### A small window of the routed layout, run 1

Region (70, 15) to (95, 40) um. Cells in grey, sequential cells in the stronger grey; small squares are vias.
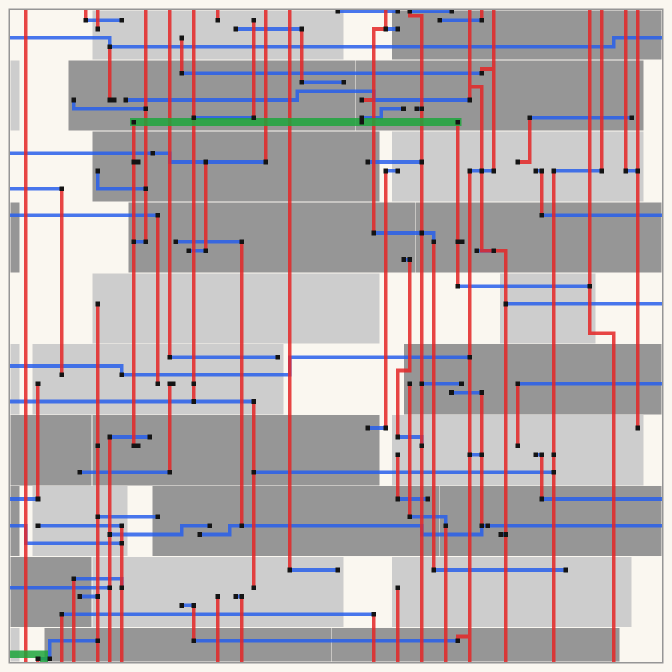
### Signal wires by layer, run 1

Only two layers are drawn.
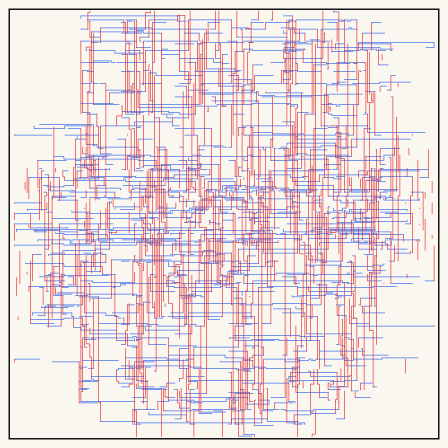
### Power grid, run 1

The bar under the picture is 20 um long. Pins as bars on the die edge. Tap cells in grey.
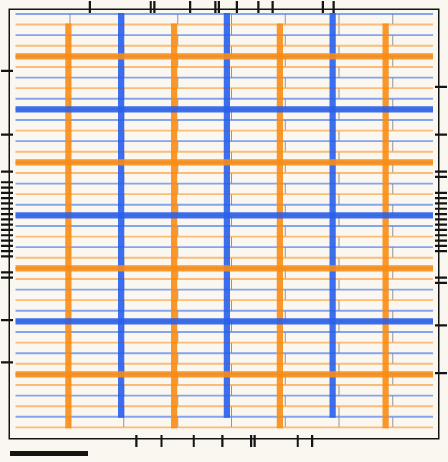
### Congestion heat map, run 1

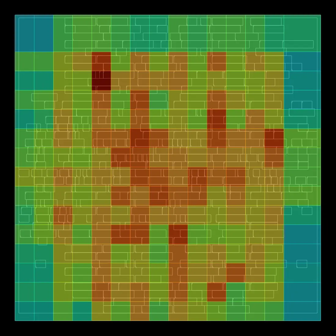
===== src/rtl/stage40.sv =====
// stage40: router output stage with sys/normal class FIFOs, a one-entry output register and link handshake.
// Optional macro STAGE40_ROUND_ROBIN_EN selects round-robin between contested classes instead of strict sys priority.
package types;
  typedef logic [15:0] flit_t;
endpackage

module stage40 #(
  parameter int FIFO_DEPTH = 4,
  parameter int LW         = $clog2(FIFO_DEPTH) + 1
) (
  input  logic          nocclk,
  input  logic          rst,
  input  logic          in_sys_flit_valid,
  input  types::flit_t  in_sys_flit,
  input  logic          in_normal_flit_valid,
  input  types::flit_t  in_normal_flit,
  output logic          out_stall,
  output logic          out_flit_valid,
  output types::flit_t  out_flit,
  input  logic          in_flit_ready,
  output logic [LW-1:0] out_sys_level,
  output logic [LW-1:0] out_normal_level
);

  localparam int PW = $clog2(FIFO_DEPTH);
  localparam logic [LW-1:0] FULL_CNT = LW'(FIFO_DEPTH);

  typedef enum logic {ST_EMPTY, ST_FULL} state_t;

  types::flit_t  sys_mem_p0 [FIFO_DEPTH];
  types::flit_t  nrm_mem_p0 [FIFO_DEPTH];
  logic [PW-1:0] sys_wr_ptr, sys_rd_ptr, nrm_wr_ptr, nrm_rd_ptr;
  logic [LW-1:0] sys_cnt, nrm_cnt;
  logic          sys_ne, nrm_ne, sys_wr, nrm_wr, sys_pop, nrm_pop;
  logic          pop_ok, load, grant_sys, vld_p1;
  types::flit_t  head_p0, flit_p1;
  state_t        state, state_nxt;

  function automatic logic [LW-1:0] next_cnt(input logic [LW-1:0] c, input logic w, input logic r);
    case ({w, r})
      2'b10:   return c + LW'(1);
      2'b01:   return c - LW'(1);
      default: return c;
    endcase
  endfunction

  always_comb begin
    out_stall = (sys_cnt == FULL_CNT) | (nrm_cnt == FULL_CNT);
    sys_ne    = (sys_cnt != '0);
    nrm_ne    = (nrm_cnt != '0);
    sys_wr    = in_sys_flit_valid & ~out_stall;
    nrm_wr    = in_normal_flit_valid & ~out_stall;
    pop_ok    = (state == ST_EMPTY) | in_flit_ready;
    load      = pop_ok & (sys_ne | nrm_ne);
    sys_pop   = load & grant_sys;
    nrm_pop   = load & ~grant_sys;
    head_p0   = grant_sys ? sys_mem_p0[sys_rd_ptr] : nrm_mem_p0[nrm_rd_ptr];
  end

`ifdef STAGE40_ROUND_ROBIN_EN
  // Points at the class favoured by the next contested pop; reset favours sys.
  logic rr_nrm_next;

  always_comb grant_sys = sys_ne & (~nrm_ne | ~rr_nrm_next);

  always_ff @(posedge nocclk or posedge rst) begin
    if (rst)
      rr_nrm_next <= 1'b0;
    else if (load && sys_ne && nrm_ne)
      rr_nrm_next <= grant_sys;
  end
`else
  always_comb grant_sys = sys_ne;
`endif

  // Stage p0: class FIFO storage and control
  always_ff @(posedge nocclk) begin
    if (sys_wr) sys_mem_p0[sys_wr_ptr] <= in_sys_flit;
    if (nrm_wr) nrm_mem_p0[nrm_wr_ptr] <= in_normal_flit;
  end

  always_ff @(posedge nocclk or posedge rst) begin
    if (rst) begin
      sys_wr_ptr <= '0;
      sys_rd_ptr <= '0;
      nrm_wr_ptr <= '0;
      nrm_rd_ptr <= '0;
      sys_cnt    <= '0;
      nrm_cnt    <= '0;
    end else begin
      if (sys_wr)  sys_wr_ptr <= sys_wr_ptr + PW'(1);
      if (sys_pop) sys_rd_ptr <= sys_rd_ptr + PW'(1);
      if (nrm_wr)  nrm_wr_ptr <= nrm_wr_ptr + PW'(1);
      if (nrm_pop) nrm_rd_ptr <= nrm_rd_ptr + PW'(1);
      sys_cnt <= next_cnt(sys_cnt, sys_wr, sys_pop);
      nrm_cnt <= next_cnt(nrm_cnt, nrm_wr, nrm_pop);
    end
  end

  // Stage p1: output register state machine
  always_ff @(posedge nocclk or posedge rst) begin
    if (rst) state <= ST_EMPTY;
    else     state <= state_nxt;
  end

  always_comb begin
    state_nxt = state;
    if (pop_ok)
      state_nxt = (sys_ne | nrm_ne) ? ST_FULL : ST_EMPTY;
  end

  always_comb begin
    vld_p1 = (state == ST_FULL);
  end

  always_ff @(posedge nocclk or posedge rst) begin
    if (rst)
      flit_p1 <= '0;
    else if (load)
      flit_p1 <= head_p0;
  end

  assign out_flit_valid   = vld_p1;
  assign out_flit         = flit_p1;
  assign out_sys_level    = sys_cnt;
  assign out_normal_level = nrm_cnt;

endmodule


===== config.mk =====
export PLATFORM = sky130hd
export DESIGN_NAME = stage40
export DESIGN_NICKNAME = d
export VERILOG_FILES = /design/src/rtl/stage40.sv
export SDC_FILE = /design/constraint.sdc
export NUM_CORES = 1
export LEC_CHECK = 0
export CAP_MARGIN = 40
export CORE_UTILIZATION = 54
export DETAILED_ROUTE_END_ITERATION = 7
export HOLD_SLACK_MARGIN = 0.15
export PLACE_DENSITY = 0.76
export SYNTH_ARGS = -nofsm -noshare
export SYNTH_HDL_FRONTEND = slang
export SYNTH_SLANG_ARGS = --single-unit

===== constraint.sdc =====
create_clock -name nocclk -period 4.91 [get_ports nocclk]
set_clock_uncertainty 0.15 [all_clocks]
set_input_delay 0.491 -clock nocclk [delete_from_list [all_inputs] [get_ports nocclk]]
set_output_delay 0.491 -clock nocclk [all_outputs]
set_load 0.005 [all_outputs]

==> Changelog: implementation, run 1 <==
## Implementation

- Leading cell types in the layout, fill and taps excluded: edfxtp_1, clkdlybuf4s50_1, dfrtp_1, mux4_2, and3_1
- Area of the die: 12,100 um^2
- Worst slack on hold paths: 0.316 ns
- Startpoint class of the critical path: flop
- Syn Area/Cell: 20.5 um^2
- Max transition margin: 41.1%
- Worst path setup slack after routing: around 2.3 ns
- CTS resizes: 0
- Max clock buf depth: 2
- Dominant cell area share: 61.2%
- Worst setup startpoint: out_sys_level[0]
- Clock network fraction of design power: 30.3%
- Post-CTS setup buffer count: 0
- Critical path destination: out_normal_level[2]
- Final clock-cell share: 8.63%
- Count of nets after finishing: 424
- Register bit count reported by yosys: 159
- Depth of the worst register-to-register path: 9
- Outcome: finished, final reports clean
- Total routing usage reported by global routing: between 20% and 30%
- Number of max-slew violations in the final report: 0
- Required time at the worst-slack endpoint: a little over 5 ns
- Tally of nets with antenna violations remaining after routing: 0
- Detailed Routing Iterations Pass 1: 4
- Synth Warn #: 0
- Ranking of synthesized cells by instance count: edfxtp_1, dfrtp_1, mux4_2, and3_1, a221o_1
- Count of unique library cells instantiated by Yosys: 31
- Final Wtd Congestion: 0.790
- DRC violation count after routing: 0
- Logic pwr share: between 20% and 30%
- Count leader, synth: edfxtp_1
- Number of cells produced by synthesis: 306
- Setup Crit Path Kind: reg -> reg
- Fraction of area in multi-input gates: 19.6%
- Layout Cells excl Fill: 531
- Number of buffers inserted during clock tree synthesis: 17
- Switching power as a share of total power: 27.2%
- FILL cells: just over 700
- Number of instances in the placed design: about 500
- Unrepaired setup endpoints after global routing: false
- Largest net degree at the start of global routing: 32
- Top post-synthesis cells by area: edfxtp_1, dfrtp_1, mux4_2
- Post-layout minimum cycle time: 2.65 ns
- Leakage: approximately 0.0028 uW
- Register clock-pin slew on the reported worst setup and hold paths: roughly 0.060 ns
- Most Crowded Layer GR: met2
- Maximum operating frequency: 378 MHz
- Count of plain and timing-repair buffers in the layout: 65
- Area of the core region: 11,400 um^2
- Via count: 3,078
- Number of synthesized flops with an enable pin: approximately 130
Notes on 'A small window of the routed layout' above:
colour	layer
red	met2
blue	met1
green	met3
netlist names of flops here include	sys_mem_p0 (10)
most frequent	edfxtp_1 (10), mux4_1 (5), clkdlybuf4s50_1 (2)
cells with their middle in the window	19
sequential cells in the window	10

Notes on 'Signal wires by layer' above:
colour	layer	wire length
blue	met1	5,090 um
red	met2	6,080 um

Notes on 'Power grid' above:
colour	net
orange	VSS
blue	VDD
met1 rails	40
signal pins	61

Notes on 'Congestion heat map' above:
met1 Usage GRT: 30.0%
met2 demand-to-capacity share in global routing: 34.2%
final design utilization: 67.6%
met3 usage in global routing: 5.16%

[run 1: critical path: stages (launching register included)]
cell and delay [ns]:
dfrtp_1 0.44, or3b_2 0.52, and3_1 0.29, inv_1 0.09, ha_1 0.18, inv_1 0.06
fa_1 0.37, xor2_1 0.16, nor2_1 0.14, xor2_1 0.16
[run 1: flip-flops by register name, summed over array words and instances (netlist names)]
name,cells
nrm_mem_p0,64
sys_wr_ptr,2
out_flit,16
sys_mem_p0,64
nrm_rd_ptr,2
nrm_wr_ptr,2
out_sys_level,3
out_flit_valid,1
out_normal_level,3
sys_rd_ptr,2
[run 1: power groups by stage]
stage	sequential, uW	clock [uW]	combinational, uW
floorplan	1960	0	902
global placement	2140	0	1160
detailed placement	2110	0	1290
CTS	2100	1480	1300
global route	2130	1530	1380
finish	2090	1470	1280
### Signal wires on met4, run 1

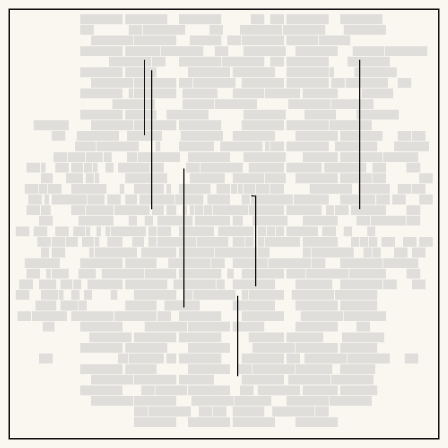

==> run 2, diff against run 1 <==
Settings changed: CORE_UTILIZATION 54 to 51, PLACE_DENSITY 0.76 to 0.75.
Clock period 4.91 ns to 2.25 ns, I/O delays scaled along.
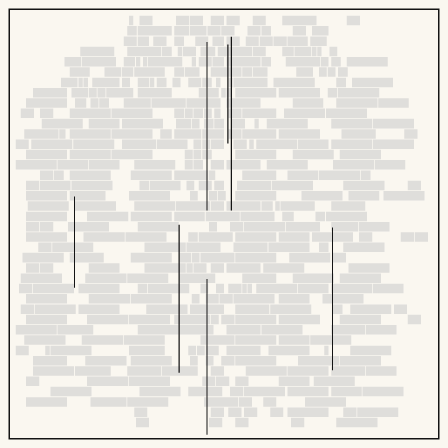
*Signal wires on met4, run 2*
longest straight run	45.6 um
nets with wire on the layer	6
share of all routed wire	2.3%
main direction	vertical

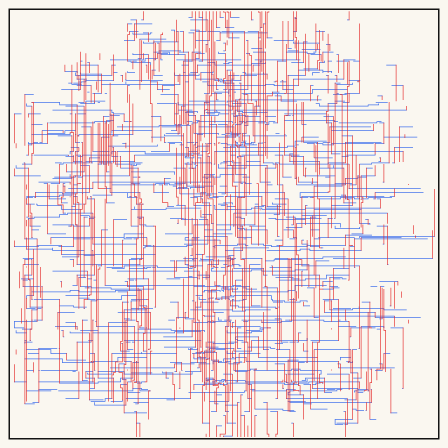
*Signal wires by layer, run 2*
Only two layers are drawn.
colour	layer	wire length
blue	met1	4,720 um
red	met2	5,830 um

==> run 2 against run 1 <==
Net effect:
- die size grew 5.8%
- maximum frequency grew 22%
- critical path depth is the same
- flip-flop count is the same
- sequential share of layout area shrank 1.6 points
- non-clock buffer count grew 26
- synthesized cell count is the same
- critical path type unchanged
==> Changelog: implementation, run 2 <==
## Implementation

- Register clock-pin slew on the reported worst setup and hold paths: 0.06 ns (about the same)
- Met1 Usage GRT: 26.3% (-3.7 points)
- Leading cell types in the layout, fill and taps excluded: edfxtp_1, clkdlybuf4s50_1, dfrtp_1, buf_4, mux4_2
- Comb power: 3350 uW (+160%)
- Count of unique library cells instantiated by Yosys: 31 (unchanged)
- Met1 wire length: 4720 um
- Via count: 3,120 (+1.4%)
- Initial Util: ~52%
- Syn Area/Cell: 20.5 um^2 (unchanged)
- CTS resizes: 0 (unchanged)
- Most Crowded Layer GR: met2
- Total routing usage reported by global routing: 20.1% (-1.7 points)
- Int Pwr: 7600 uW
- Required time at the worst-slack endpoint: 2.44 ns (-2.66 ns)
- Yosys Instances: 306
- Total nets after synthesis: 355
- Number of instances in the placed design: 528 (+5.8%)
- Number of buffers inserted during clock tree synthesis: 17 (unchanged)
- Logic pwr share: 32.0% (+5.6 points)
- Cells along the critical path: or3b_4 -> and3_4 -> inv_4 -> ha_4 -> inv_2 -> fa_2 -> xor2_1 -> nor2_1 -> xor2_1
- Met3 layer wire length in the routed design: 525 um
- Complex Gates by Area: between 2 and 3%
- Largest stage delay, worst path: 0.42 ns (-0.10 ns)
- CTS tree: yes
- Post-CTS setup buffer count: 0 (unchanged)
- DRC violation count after routing: 0 (unchanged)
- Relative contribution of sequential cells to total power: 41.4%
- Unrepaired setup endpoints after global routing: true
- Max clock buf depth: 2 (unchanged)
- Met2 demand-to-capacity share in global routing: 31.2% (-3.0 points)
- Register bit count reported by yosys: 159 (unchanged)
- Slowest-stage cell, CP: or3b_4
- Largest net degree at the start of global routing: 32 (unchanged)
- Count leader, synth: edfxtp_1
- Number of cells produced by synthesis: 306 (unchanged)
- Final Wtd Congestion: 0.741 (-6.3%)
- Top post-synthesis cells by area: edfxtp_1, dfrtp_1, mux4_2
- Sequential group power: 4330 uW (+110%)
- Maximum operating frequency: 460 MHz (+22%)
- Synth Warn #: 0 (unchanged)
- Max transition margin: 71.5% (+30 points)
- Setup Crit Path Kind: reg -> reg
- Tally of nets with antenna violations remaining after routing: 0 (unchanged)
- Endpoint class of the critical path: flop
- Count of nets after finishing: 450 (+6.1%)
- Buffer type at the clock tree root: clkbuf_16
- Number of placement rows: 40
- Worst path setup slack after routing: 0.0763 ns (-2.19 ns)
- Switching power total: around 2900 uW
- Basic Gates by Area: 4.25%
- Power in the clock group: 2790 uW (+90%)
- Startpoint class of the critical path: flop
- Crit path buf inv count: 2 (unchanged)
- Area of the die: 12,800 um^2 (+5.8%)
- Dominant cell area share: 61.2% (unchanged)
- Post-layout minimum cycle time: 2.17 ns (-0.475 ns)
- Ranking of synthesized cells by instance count: edfxtp_1, dfrtp_1, mux4_2, and3_1, a221o_1
- Detail-routed via count per cell: 5.55
- Met3 usage in global routing: 5.95% (+0.79 points)
- Cell type group with the largest total delay on the critical path: simple AND/OR/NAND/NOR gates
- Number of synthesized flops with an enable pin: 128 (unchanged)
- Leakage: 0.00289 uW (+3.8%)
- Clock network fraction of design power: 26.6% (-3.7 points)
- Outcome: finished, final reports clean
- Largest driver fanout on the critical path: 4
- Detailed Routing Iterations Pass 1: 4 (unchanged)
- Post-Place Worst Slack: -0.0138 ns
- Most common cell type on the critical path: xor2_1
- Worst slack on hold paths: 0.284 ns (-0.0318 ns)
- Final design utilization: 65.7% (-1.9 points)
- Layout Cells excl Fill: 562 (+5.8%)
- Switching power as a share of total power: 27.4% (+0.19 points)
- Area of the core region: 12,000 um^2 (+5.6%)
- Number of max-slew violations in the final report: 0 (unchanged)
- Main power group: registers
- Total half-perimeter wirelength after legalization and detailed placement: 7390 um
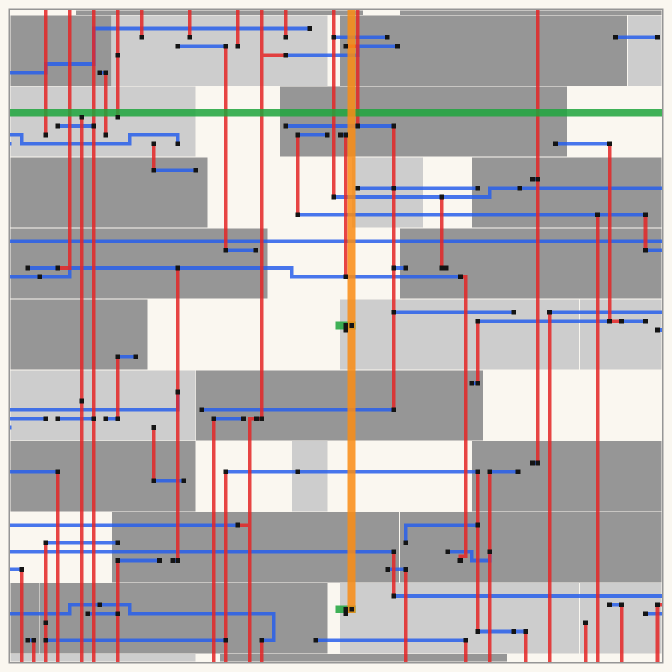
*A small window of the routed layout, run 2*
Region (72, 16) to (97, 41) um. Cells in grey, sequential cells in the stronger grey; small squares are vias.

## run 2: final cells by class
type,count,area (um^2)
Sequential cell,159,4620
Clock inverter,11,141
Clock buffer,21,440
Multi-Input combinational cell,118,1550
Antenna cell,1,2.50
Timing Repair Buffer,91,901
Fill cell,793,4120
Inverter,14,57.6
Tap cell,147,184
## run 2: worst paths after layout
kind                                  start                  end  slack (ns)  cells past startpoint
setup / recovery           out_sys_level[0]  out_normal_level[2]        0.08                      9
hold / removal              in_sys_flit[13]    sys_mem_p0[1][13]        0.28                      1
setup reg to reg           out_sys_level[0]  out_normal_level[2]        0.08                      9
hold reg to reg                out_flit[15]         out_flit[15]        0.37                      1
max in group asynchronous               rst         out_flit[11]        1.03                      4
min in group asynchronous               rst     out_sys_level[2]        0.62                      4
Power and IR drop assume default switching activity.
